**src/rtl/clock_glitch_monitor_pkg.sv**
```systemverilog
// Shared types, default widths and helpers for the clock glitch monitor.
package clock_glitch_monitor_pkg;

  localparam int DEF_CNT_W       = 8;
  localparam int DEF_GCNT_W      = 8;
  localparam int DEF_SYNC_STAGES = 2;
  localparam int DEF_STUCK_LIMIT = 255;

  typedef enum logic [1:0] {
    IDLE = 2'd0,
    HIGH = 2'd1,
    LOW  = 2'd2
  } mon_state_e;

  // Increment val, holding at the all-ones value of a width-bit counter.
  function automatic logic [31:0] sat_inc(input logic [31:0] val, input int width);
    logic [31:0] max_val;
    max_val = (width >= 32) ? 32'hffff_ffff : ((32'd1 << width) - 32'd1);
    return (val >= max_val) ? max_val : val + 32'd1;
  endfunction

endpackage

```
**src/rtl/bit_synchronizer.sv**
```systemverilog
// Multi-flop synchronizer for a single asynchronous bit; resets to 0.
module bit_synchronizer #(
  parameter int SYNC_STAGES = 2
) (
  input  logic clk,
  input  logic rstn,
  input  logic d,
  output logic q
);

  logic [SYNC_STAGES-1:0] sync_reg;

  always_ff @(posedge clk or negedge rstn) begin
    if (!rstn) begin
      sync_reg <= '0;
    end else begin
      sync_reg <= {sync_reg[SYNC_STAGES-2:0], d};
    end
  end

  assign q = sync_reg[SYNC_STAGES-1];

endmodule

```
**src/rtl/clock_glitch_monitor.sv**
```systemverilog
// Measures high/low phases and period of mon_clk in clk cycles and flags short phases.
// Optional stuck-clock detection is enabled with the CLK_MON_STUCK_DET_EN macro.
module clock_glitch_monitor
  import clock_glitch_monitor_pkg::*;
#(
  parameter int CNT_W       = DEF_CNT_W,
  parameter int GCNT_W      = DEF_GCNT_W,
  parameter int SYNC_STAGES = DEF_SYNC_STAGES,
  parameter int STUCK_LIMIT = DEF_STUCK_LIMIT
) (
  input  logic              clk,
  input  logic              rstn,
  input  logic              mon_clk,
  input  logic [CNT_W-1:0]  min_high,
  input  logic [CNT_W-1:0]  min_low,
  input  logic              clr,
  output logic [CNT_W-1:0]  high_cnt,
  output logic [CNT_W-1:0]  low_cnt,
  output logic [CNT_W:0]    period_cnt,
  output logic              meas_valid,
  output logic              glitch,
  output logic              glitch_sticky,
  output logic [GCNT_W-1:0] glitch_cnt,
  output logic              stuck
);

  logic             s;
  logic             s_d;
  logic             rise;
  logic             fall;
  logic             any_edge;
  logic [CNT_W-1:0] run_cnt_reg;
  mon_state_e       state_reg;
  mon_state_e       state_next;
  logic             take_high;
  logic             take_low;
  logic             glitch_next;
  logic             high_done_reg;

  bit_synchronizer #(
    .SYNC_STAGES(SYNC_STAGES)
  ) u_sync (
    .clk (clk),
    .rstn(rstn),
    .d   (mon_clk),
    .q   (s)
  );

  always_ff @(posedge clk or negedge rstn) begin
    if (!rstn) begin
      s_d <= 1'b0;
    end else begin
      s_d <= s;
    end
  end

  assign rise     = s & ~s_d;
  assign fall     = ~s & s_d;
  assign any_edge = rise | fall;

  always_ff @(posedge clk or negedge rstn) begin
    if (!rstn) begin
      run_cnt_reg <= '0;
    end else if (any_edge) begin
      run_cnt_reg <= CNT_W'(1);
    end else begin
      run_cnt_reg <= CNT_W'(sat_inc(32'(run_cnt_reg), CNT_W));
    end
  end

  always_ff @(posedge clk or negedge rstn) begin
    if (!rstn) begin
      state_reg <= IDLE;
    end else begin
      state_reg <= state_next;
    end
  end

  // The first edge after IDLE only establishes phase; measurements start on the next one.
  always_comb begin
    state_next = state_reg;
    take_high  = 1'b0;
    take_low   = 1'b0;
    if (clr) begin
      state_next = IDLE;
    end else begin
      case (state_reg)
        IDLE: begin
          if (rise) begin
            state_next = HIGH;
          end else if (fall) begin
            state_next = LOW;
          end
        end
        HIGH: begin
          if (fall) begin
            state_next = LOW;
            take_high  = 1'b1;
          end
        end
        LOW: begin
          if (rise) begin
            state_next = HIGH;
            take_low   = 1'b1;
          end
        end
        default: state_next = IDLE;
      endcase
    end
  end

  assign glitch_next = (take_high && (run_cnt_reg < min_high)) ||
                       (take_low  && (run_cnt_reg < min_low));

  always_ff @(posedge clk or negedge rstn) begin
    if (!rstn) begin
      high_cnt      <= '0;
      low_cnt       <= '0;
      period_cnt    <= '0;
      meas_valid    <= 1'b0;
      glitch        <= 1'b0;
      glitch_sticky <= 1'b0;
      glitch_cnt    <= '0;
      high_done_reg <= 1'b0;
    end else begin
      meas_valid <= take_low && high_done_reg;
      glitch     <= glitch_next;
      if (take_high) begin
        high_cnt      <= run_cnt_reg;
        high_done_reg <= 1'b1;
      end
      if (take_low) begin
        low_cnt    <= run_cnt_reg;
        period_cnt <= {1'b0, high_cnt} + {1'b0, run_cnt_reg};
      end
      if (clr) begin
        high_done_reg <= 1'b0;
        glitch_sticky <= 1'b0;
        glitch_cnt    <= '0;
      end else if (glitch_next) begin
        glitch_sticky <= 1'b1;
        glitch_cnt    <= GCNT_W'(sat_inc(32'(glitch_cnt), GCNT_W));
      end
    end
  end

`ifdef CLK_MON_STUCK_DET_EN
  logic stuck_reg;

  always_ff @(posedge clk or negedge rstn) begin
    if (!rstn) begin
      stuck_reg <= 1'b0;
    end else if (clr || any_edge) begin
      stuck_reg <= 1'b0;
    end else if (32'(run_cnt_reg) >= 32'(STUCK_LIMIT)) begin
      stuck_reg <= 1'b1;
    end
  end

  assign stuck = stuck_reg;
`else
  logic unused_stuck_limit;
  assign unused_stuck_limit = ^STUCK_LIMIT;
  assign stuck = 1'b0;
`endif

endmodule

```
**config.mk**
```make
export PLATFORM = sky130hd
export DESIGN_NAME = clock_glitch_monitor
export DESIGN_NICKNAME = d
export VERILOG_FILES = /design/src/rtl/clock_glitch_monitor_pkg.sv /design/src/rtl/bit_synchronizer.sv /design/src/rtl/clock_glitch_monitor.sv
export SDC_FILE = /design/constraint.sdc
export NUM_CORES = 1
export LEC_CHECK = 0
export CORE_AREA = 3 3 104 106
export DETAILED_ROUTE_END_ITERATION = 7
export DIE_AREA = 0 0 107 109
export GPL_ROUTABILITY_DRIVEN = 1
export GPL_TIMING_DRIVEN = 1
export HOLD_SLACK_MARGIN = 0.02
export PLACE_DENSITY = 0.49
export SETUP_SLACK_MARGIN = 0.02
export SLEW_MARGIN = 10
export SYNTH_ARGS = -nofsm -noshare
export SYNTH_HDL_FRONTEND = slang
export SYNTH_SLANG_ARGS = --single-unit
```
**constraint.sdc**
```tcl
create_clock -name clk -period 3 [get_ports clk]
set_clock_uncertainty 0.2 [all_clocks]
set_input_delay 0.45 -clock clk [delete_from_list [all_inputs] [get_ports clk]]
set_output_delay 0.45 -clock clk [all_outputs]
set_load 0.005 [all_outputs]
```
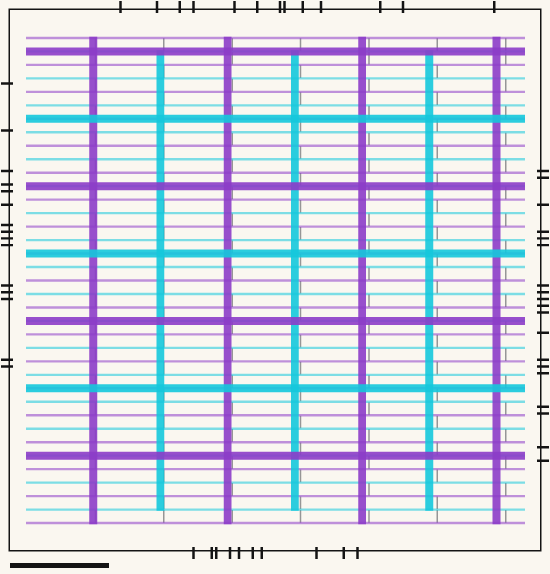
**Above:** run 1 (floorplan with the power grid).
Scale bar: 20 µm. Pins as bars on the die edge. Tap cells in gray.
[VDD] cyan
[VSS] purple
met1 rails: 37
met5 straps: 7
met4 straps: 7
tap cells: 133
signal pins: 57

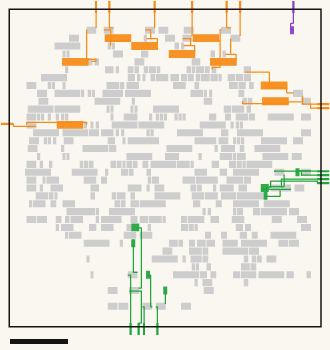
**Above:** run 1 (port wiring).
Scale bar: 20 µm.
[stuck] purple | bits: 1 | direction: output | end cells: 1 | buffers: 0 | wire: 8.40 µm
[period_cnt] orange | bits: 9 | direction: output | end cells: 9 | buffers: 9 | wire: 212 µm
[min_low] green | bits: 8 | direction: input | end cells: 8 | buffers: 8 | wire: 190 µm
count of input and output buffers: 55
num ports: 57

==> results.yml, run 1 <==
# physical design summary
layout:
  n_antenna_cell: 0
  largest_register_ffs: 9
  design_area_mm2: 0.00381
  drive_gt1_frac: 0.0936
  nets: 420
  top_register: "period_cnt"
synth:
  synth.most_common_cell: "nand2_1"
  ys_async_sr_fraction: 1.00
  compound_area_frac: 0.163
  ys_cells: 314
  mux_share: 0.00505
  ff_type: "dfrtp_1"
  topCellsByArea: "dfrtp_1 (42%), ha_1 (11%), nand2_1 (8.3%)"
  synth_warnings: 0
  synth-edff-count: 0
  logic_family: "simple AND/OR/NAND/NOR gates"
  ys_types: 58
setup_path:
  cp-endpoint: "glitch_cnt[6]"
  cpMaxStageDelayCell: "dfrtp_1"
  crit_chain: "ha_1 > a211oi_2 > nor2_1 > a2111oi_4 > buf_12 > or2_1 > a311oi_2"
  cp-start-kind: "register"
  worstRegToRegCells: 7
  r2r-end: "glitch_cnt[6]"
  worst-path-stages: 7
  cp-startpoint: "run_cnt_reg[5]"
  path_delay_family: "AND-OR/OR-AND gates"
pwr:
  powerDensity_mw_per_mm2: 434
  p_clk_uw: 494
  switching_share: 0.284
  p_comb_frac: 0.225
  maxPowerGroup: "registers"
  p_clk_frac: 0.299
clocking:
  clk_latency_ps: 310
  numCtsBuffers: 5
  hold_buffers: 0
  clk_pin_slew_ps: 100
  cts_resized: 0
routing:
  via_per_inst: 4.73
  drt_pass1_iterations: 4
floorplan:
  die_x_um: 107
  dieHeight_um: 109
outcome:
  outcome: "completed"
job:
  log.warning_count: 27
  maxCapViolCount: 0
final_timing:
  period_minus_slack_ps: 2620
  rsz0062_at_grt: "false"
  maxSlewViolCount: 0
  setup_viol: 0
place:
  place_ws_ps: 87.5
  hpwl_um: 5350
global_routing:
  grt_pass1_vias: 2453
  top_usage_layer: "met2"
  grtUsageTotal: 0.137
  grt_pass1_wl_um: 12600
min_path:
  hold_path.class: "in -> async"
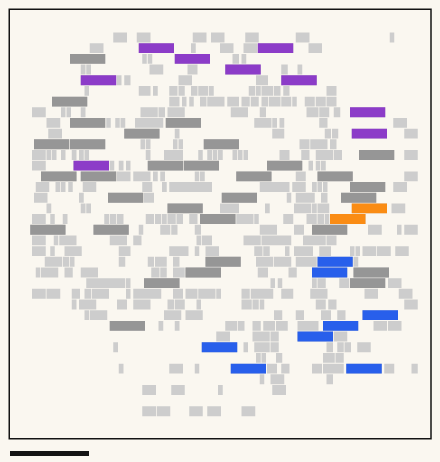
**Above:** run 1 (sequential cells grouped by signal name).
Scale bar: 20 µm. Other sequential cells in the stronger gray, the rest of the logic in the fainter gray.
[u_sync.sync_reg] orange | flops: 2
[period_cnt] purple | flops: 9
[glitch_cnt] blue | flops: 8 | where: south-east
not colored: 31
Flop+latch power: 785 µW
Seq/total area: 0.329
post-layout util: 0.386
flip-flop and latch area: 0.00125 mm²

## run 1: per-layer routing
layer,up-vias,part of all wire
met5,-,0
met4,0,0.0063
met3,5,0.045
met2,45,0.44
met1,1139,0.51
li1,1208,-
## run 1: cell families after synthesis
group	after synthesis
adders and majority gates	27
xor gates and xnor gates	6
AOI/OAI and AO/OA	61
buffers and inverters	38
other	1
DFF	50
muxes	1
and+or+nand+nor	130
## run 1: cell type report
class / instances / area [µm²]
tap: 133 / 166
sequential: 50 / 1250
inverter: 26 / 103
timing repair buffer: 64 / 626
multi-input combinational: 226 / 1550
clock buffer: 5 / 68.8
fill: 1007 / 6060
clock inverter: 3 / 45.0
## run 1: cells in the final DEF (no fill, tap or decap), types with 3 or more instances in the layout
cell	count
a21oi_1	13
and2_1	4
ha_1	26
clkdlybuf4s50_1	54
dfrtp_1	50
nor2b_1	6
and3_1	5
inv_1	25
xor2_1	3
o21ai_0	9
nor2_1	13
o21ai_1	3
nor3_1	4
a211oi_1	5
clkbuf_8	5
a31oi_1	4
o211ai_1	3
nand3_1	10
buf_4	8
nand2_1	66
xnor2_1	3
a211oi_2	3
nor3b_1	4
## run 1: through the flow
step	hold slack (ps)	total power, µW	std cells
2_1_floorplan	-45.6	977	314
3_3_place_gp	143	1170	499
3_5_place_dp	139	1180	499
4_1_cts	80.8	1680	507
5_1_grt	107	1770	507
6_report	53.8	1650	507
## run 1: worst min-delay path by stage
stage / depth (start not counted) / endpoint / from
after CTS: 2 / high_cnt[5] / rstn
after global routing: 2 / period_cnt[4] / rstn
after detailed placement: 0 / u_sync.sync_reg[1] / u_sync.sync_reg[0]
after floorplan: 0 / glitch / rstn
final: 2 / glitch_cnt[3] / rstn
after global placement: 0 / u_sync.sync_reg[1] / u_sync.sync_reg[0]
==> run 2: changes to the inputs <==
Settings changed: CTS_BUF_LIST set to sky130_fd_sc_hd__clkbuf_2 sky130_fd_sc_hd__clkbuf_4 sky130_fd_sc_hd__clkbuf_8.
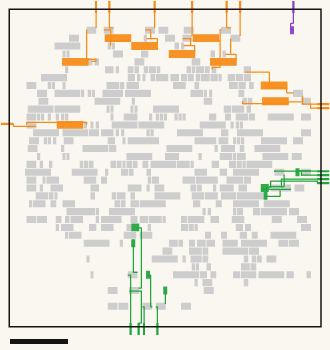
**Above:** run 2 (port wiring).
Scale bar: 20 µm.
[min_low] green | bits: 8 | direction: input | end cells: 8 | buffers: 8 | wire: 190 µm
[period_cnt] orange | bits: 9 | direction: output | end cells: 9 | buffers: 9 | wire: 212 µm
[stuck] purple | bits: 1 | direction: output | end cells: 1 | buffers: 0 | wire: 8.40 µm

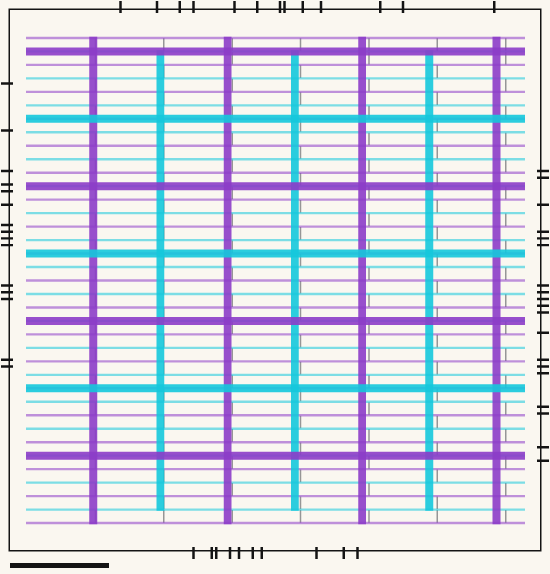
**Above:** run 2 (floorplan with the power grid).
Scale bar: 20 µm. Pins as bars on the die edge. Tap cells in gray.
[VSS] purple
[VDD] cyan
met4 straps: 7
signal pins: 57
met1 rails: 37
tap cells: 133

==> run 2 against run 1 <==
Net effect: sequential power barely moved; sequential share of layout area did not move; synthesized cell count did not move; sequential cell count did not move; cell count did not move; first-iteration DRC count did not move; global-route usage did not move; critical path depth did not move; fmax did not move; largest cell class unchanged.
==> results.yml, run 2 <==
# physical design summary
synth:
  ff_type: "dfrtp_1"
  synth.most_common_cell: "nand2_1"
  synth_warnings: 0
  topCellsByArea: "dfrtp_1 (42%), ha_1 (11%), nand2_1 (8.3%)"
  ys_async_sr_fraction: 1.00
  ys_types: 58
  synth-edff-count: 0
  ys_cells: 314
place:
  port_buffers: 55
  hpwl_um: 5350
  dp_cells: 499
  gp_congestion: 0.739
layout:
  comb_area_mm2: 0.00155
  final_cells: 507
  comb.multi_input.count: 226
  top_register: "period_cnt"
  flop-count: 50
  layout_top_cells: "nand2_1 (66), clkdlybuf4s50_1 (54), dfrtp_1 (50), ha_1 (26), inv_1 (25)"
  final-clk-cell-share: 0.0299
  comb_share: 0.406
  sh_seq_area: 0.329
  n_antenna_cell: 0
  largest_register_ffs: 9
  area_growth_pct: 27.9
  regArea_mm2: 0.00125
  dominant_cells: "logic gates"
  nets: 420
  clock_buffers: 5
  inverters: 26
  n_fill_cell: 1007
  buf_share: 0.164
  layout_top_cell: "nand2_1"
  signal_buffers: 64
  drive_gt1_frac: 0.0936
routing:
  wl_per_cell_um: 14.4
  drt-initial-drc-count: 87
  drt_pass1_iterations: 4
  via_per_inst: 4.73
  wl_um: 7310
global_routing:
  grt_pass1_wl_um: 12600
  antenna_found_initial: 0
  grt_max_degree: 51
  grt_pass1_vias: 2453
  grtUsageTotal: 0.137
setup_path:
  worst-path-stages: 7
  r2r-end: "glitch_cnt[6]"
  path_delay_family: "AND-OR/OR-AND gates"
  cp.arrival_ps: 2590
  reg2reg_from: "run_cnt_reg[5]"
  worstRegToRegCells: 7
  cpMaxStageDelayCell: "dfrtp_1"
  crit_chain: "ha_1 > a211oi_2 > nor2_1 > a2111oi_4 > buf_12 > or2_1 > a311oi_2"
  cp-start-kind: "register"
clocking:
  clockBufferDepth: 2
  cts_root_buf: "clkbuf_8"
  clk_pin_slew_ps: 100
  hold_buffers: 0
  cts_resized: 0
  clk_latency_ps: 310
  cts.sinks: 50
  numCtsBuffers: 5
job:
  maxCapViolCount: 0
  log.warning_count: 27
final_timing:
  maxSlewViolCount: 0
  worst_pin_slew_ps: 659
  rsz0062_at_grt: "false"
  period_minus_slack_ps: 2620
  setup_viol: 0
pwr:
  powerDensity_mw_per_mm2: 434
floorplan:
  nWellTaps: 133
  fp-row-count: 36
  io_pins: 57
  dieHeight_um: 109
  die_x_um: 107
  fp_util: 0.302
outcome:
  outcome: "completed"
min_path:
  hold_path.class: "in -> async"
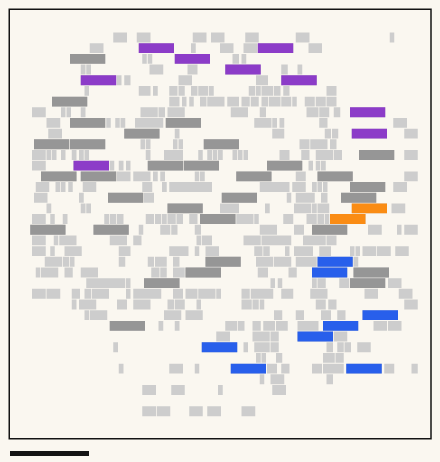
**Above:** run 2 (sequential cells grouped by signal name).
Scale bar: 20 µm. Other sequential cells in the stronger gray, the rest of the logic in the fainter gray.
[u_sync.sync_reg] orange | flops: 2
[period_cnt] purple | flops: 9
[glitch_cnt] blue | flops: 8 | where: south-east
not colored: 31

run 2: cells by family (layout without fill, tap and decap cells):
family,after synthesis,in the layout,synth area share
DFF,50,50,0.421
AOI/OAI and AO/OA,61,61,0.163
and+or+nand+nor,130,130,0.217
other,1,1,0.00126
xor gates and xnor gates,6,6,0.0177
buffers and inverters,38,98,0.0597
adders and majority gates,27,27,0.116
muxes,1,1,0.00504
run 2: worst max path at each step:
stage	from	to	slack (ps)
3_3_place_gp	min_high[5]	glitch_cnt[6]	130
6_report	run_cnt_reg[5]	glitch_cnt[6]	380
5_1_grt	run_cnt_reg[5]	glitch_cnt[6]	230
2_1_floorplan	min_high[2]	glitch_cnt[3]	750
3_5_place_dp	min_high[5]	glitch_cnt[6]	90
4_1_cts	run_cnt_reg[5]	glitch_cnt[6]	370
run 2: power by group:
group | switching [µW] | total (µW) | internal, µW | leakage [µW]
combinational | 173 | 372 | 199 | 0.00110
clock | 246 | 494 | 249 | 0.0000504
sequential | 51.1 | 785 | 734 | 0.000674
total | 470 | 1650 | 1180 | 0.00182
run 2: per-stage QoR:
| step | total power (µW) | cell area, µm² | utilization | hold slack [ps] | setup WS [ps] |
|---|---|---|---|---|---|
| 4_1_cts | 1680 | 3810 | 0.386 | 80.8 | 368 |
| 5_1_grt | 1770 | 3810 | 0.386 | 107 | 234 |
| 6_report | 1650 | 3810 | 0.386 | 53.8 | 382 |
| 2_1_floorplan | 977 | 2980 | - | -45.6 | 751 |
| 3_5_place_dp | 1180 | 3690 | 0.374 | 139 | 87.5 |
| 3_3_place_gp | 1170 | 3690 | 0.374 | 143 | 125 |
run 2: routing by layer:
metal  track usage  part of all wire  routed length (µm)
met4        0.0301            0.0063                  46
met5             0                 0                   0
met1         0.194              0.51                3710
met2         0.215              0.44                3220
met3        0.0290             0.045                 328
Power and IR drop assume default switching activity.
